==> config.mk <==
export PLATFORM = sky130hd
export DESIGN_NAME = mem_arbiter
export DESIGN_NICKNAME = d
export VERILOG_FILES = /design/src/rtl/mem_arbiter.sv
export SDC_FILE = /design/constraint.sdc
export NUM_CORES = 1
export LEC_CHECK = 0
export ABC_AREA = 1
export CORE_MARGIN = 2
export CORE_UTILIZATION = 29
export DETAILED_ROUTE_END_ITERATION = 10
export HOLD_SLACK_MARGIN = 0.03
export MAX_ROUTING_LAYER = met4
export SYNTH_ARGS = -nofsm -noshare
export SYNTH_HDL_FRONTEND = slang
export SYNTH_SLANG_ARGS = --single-unit
==> constraint.sdc <==
create_clock -name clk -period 1.8 [get_ports clk]
set_input_delay 0.27 -clock clk [delete_from_list [all_inputs] [get_ports clk]]
set_output_delay 0.27 -clock clk [all_outputs]
set_load 0.02 [all_outputs]
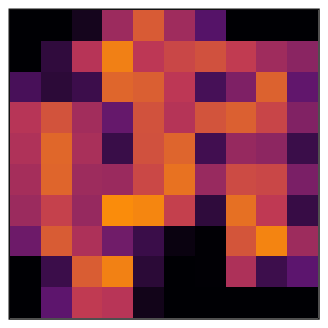
cell_density.png
(3 px per µm) 10 x 10 tiles, from black (low) to pale yellow (high), 0 to 100% covered.
tiles over 75% full: 1.0%
mean over tiles: 36%
fullest tile: 75%
nearly empty tiles: 16%
final core utilization: 0.409
total core area: 0.00964 mm²
core utilization before placement: 0.293

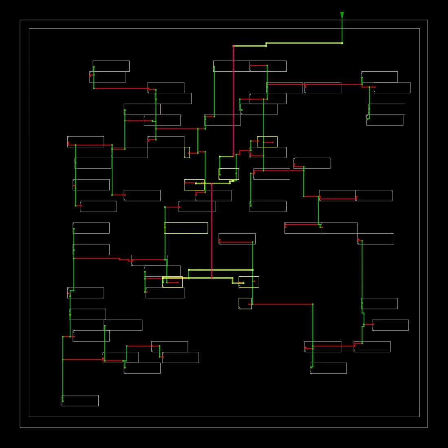
clocks.png
registers: 55
clk sinks: 55
clk latency late pin: 0.31 ns

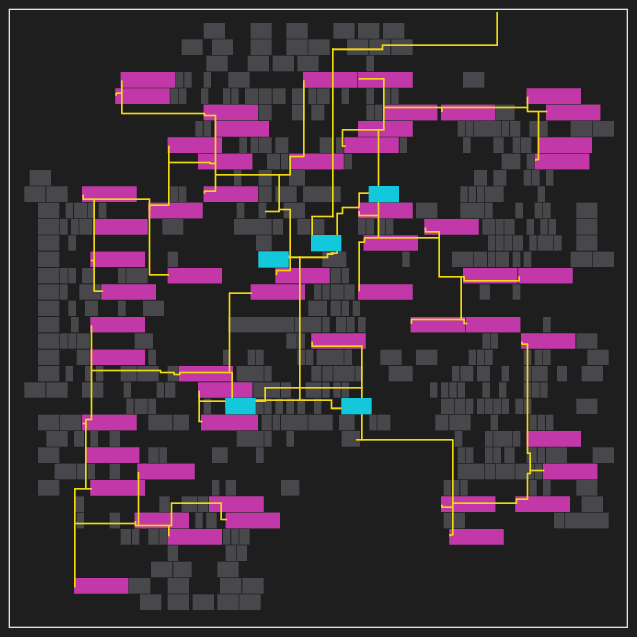
clk_routes.png
(6 px per µm)
[yellow] clock wires | length: 737 µm
[cyan] clock drivers | count: 5
[magenta] flip-flops | count: 55
routed clock nets: 6
flops lie: widely spread
Clock Skew: 0.00667 ns
total clock network power: 0.851 mW
clock power share: 0.137

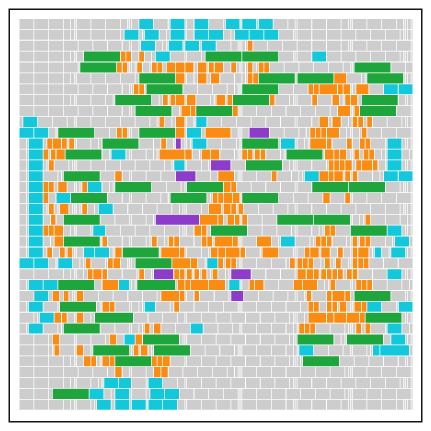
placement_by_type.png
(4 px per µm) Fill, decap, tap and diode cells in grey.
[purple] clock drivers and dummy loads | cells: 8
[orange] combinational and other logic | cells: 276
[green] flops | cells: 55
[cyan] other buffers and delay cells | cells: 94
fin area: 0.00395 mm²
row count: 36

==> out/results.txt <==
# fillers -> 979
Grt ovf -> 0
Synth area leader -> dfrtp_1
CTS Hold Bufs -> 1
Die width -> 103 µm
Seq group -> 2.09 mW
Internal power -> 3.53 mW
Met3 Track Usage GR -> 0.0298
Dominant flop cell -> dfrtp_1
Number of distinct library cells after synthesis -> 29
Met1 usage in global routing -> 0.174
Switch share -> 0.433
Bufs on Longest Clock Path -> 2
Reg area -> 0.00138 mm²
Met2 usage -> 0.216
Vias/cell -> 4.46
Syn Inst Count -> 341
P_comb -> 3.29 mW
# IOs -> 85
DRC errors left -> 0
Hold Slack -> 0.471 ns
Wire per inst -> 11.7 µm
CTS root buf -> clkbuf_8
Slew Limit Fails -> 0
YS warnings -> 0
Maxcap violations -> 0
Share of power burned in registers -> 0.335
Logic family by area -> simple AND/OR/NAND/NOR gates
Post-route ant nets -> 0
Post-Synth AOI/OAI Area -> 0.0451
Setup slack, reg-to-reg -> 0.17 ns
Die height -> 103 µm
Post-Layout Cell Count -> 566
OpenROAD warning count -> 30
Yosys cell count -> 341
Number of antenna cells inserted -> 0
Worst-margin pin slew -> 0.391 ns
Layout cells sized above 1 -> 0.102
Tot GR Track Use -> 0.134
Top-area cell share -> 0.478
Placed cell count -> 557
Max VDD drop -> 0.000714 V
Seq/Total Area, Yosys -> 0.487
Min Clock Period, post-route -> 1.69 ns
Antenna violations before repair -> 0
PD cells -> 1580 mW/mm²
Final WL -> 6.64 mm
Status -> finished clean
CP required -> 1.53 ns
Hold Path Class -> input port to asynchronous set/reset pin
Top power group -> combinational cells
Comb pwr share -> 0.529
Area after DPL -> 0.00383 mm²
Area Growth Syn to Fin -> 39.5%
Clock-pin slew on the worst setup and hold paths -> 0.10 ns
Setup crit end kind -> output port
Final setup viols -> 0
Crit path launch type -> register
LEAKAGE -> 1.84 nW
Hold Vio Cnt, Final -> 0
Routability Congestion -> 0.810
H-tree levels -> 2
CP Max Fanout -> 5
Postcts setup bufs -> 0
Slew Limit Headroom -> 0.739
Vias in the first global route -> 2407
Arrival time worst endpoint -> 1.42 ns
Flops & latches, synth -> 55
Mux share -> 0
CTS tree -> done
Xor+xnor area frac -> 0.0248
First-pass GRT wire length -> 11.0 mm
Cell area after synthesis -> 0.00283 mm²
Post-cts resize count -> 4
Top cells by area -> dfrtp_1 48%, nand2_1 17%, nand4_1 4.6%
Most frequent cell after synthesis -> nand2_1
Floorplan net count -> 383
Yosys stat area -> 0.00283 mm²
Worst Reg-to-Reg Cells -> 8
Switching pwr -> 2.70 mW
Setup CP Type -> register to output port
Comb gate area -> 0.00126 mm²
Basic Gates by Area -> 0.341
Final nets -> 474
Power Total -> 6.23 mW
Largest net degree at the start of global routing -> 56
Vias -> 2522
Setup WS post-layout -> 0.108 ns
Mean Syn Cell Area -> 8.30 µm²
Pre-antenna DRT Iters -> 4
TritonCTS Buffers -> 5
Starting DRT DRC Count -> 87
Adder-Cell Fraction of Synth Area -> 0.0354
Flip-flops with a built-in enable -> 0
Unrepaired setup endpoints after global routing -> false
Dpl hpwl -> 5.00 mm
IO buf count -> 84
Top Layout Cells -> 130 x nand2_1, 79 x clkdlybuf4s50_1, 53 x dfrtp_1
Post-place setup slack -> 0.108 ns
Final Cycle Share -> 0.940
Die area -> 0.0106 mm²
Top cell excl fill/tap -> nand2_1
Top Usage Layer GRT -> met2
Setup TNS Final -> 0 ns
Post-synth ARST share -> 1.00
F_max -> 591 MHz
Commonest cells post-synth -> 130 x nand2_1, 54 x dfrtp_1, 21 x nand4_1, 20 x inv_1, 20 x nand3_1
[cell type report]
class	count	share of cell area
tap	133	0.0422
clock buffer	6	0.0184
timing repair buffer	94	0.232
clock inverter	2	0.00983
inverter	28	0.0276
sequential	55	0.349
multi-input combinational	248	0.320
[cell families after synthesis]
| group | count (synthesis) |
|---|---|
| AND-OR/OR-AND | 24 |
| flip-flops | 55 |
| buffers and inverters | 38 |
| AND/OR/NAND/NOR | 208 |
| XOR/XNOR | 8 |
| adder cells (fa/ha/maj) | 8 |
[worst max-delay path, stage by stage (launching register included)]
cell and delay [ns]:
dfrtp_2 0.41, inv_1 0.08, ha_1 0.23, inv_2 0.06, dlygate4sd2_1 0.33
[per-layer routing]
layer  routed length (µm)  vias up
li1                     -     1277
met1                 3110     1171
met5                    0        -
met3                  388        4
met2                 3090       70
met4                   51        0
Power is estimated from default activity; no workload was simulated.
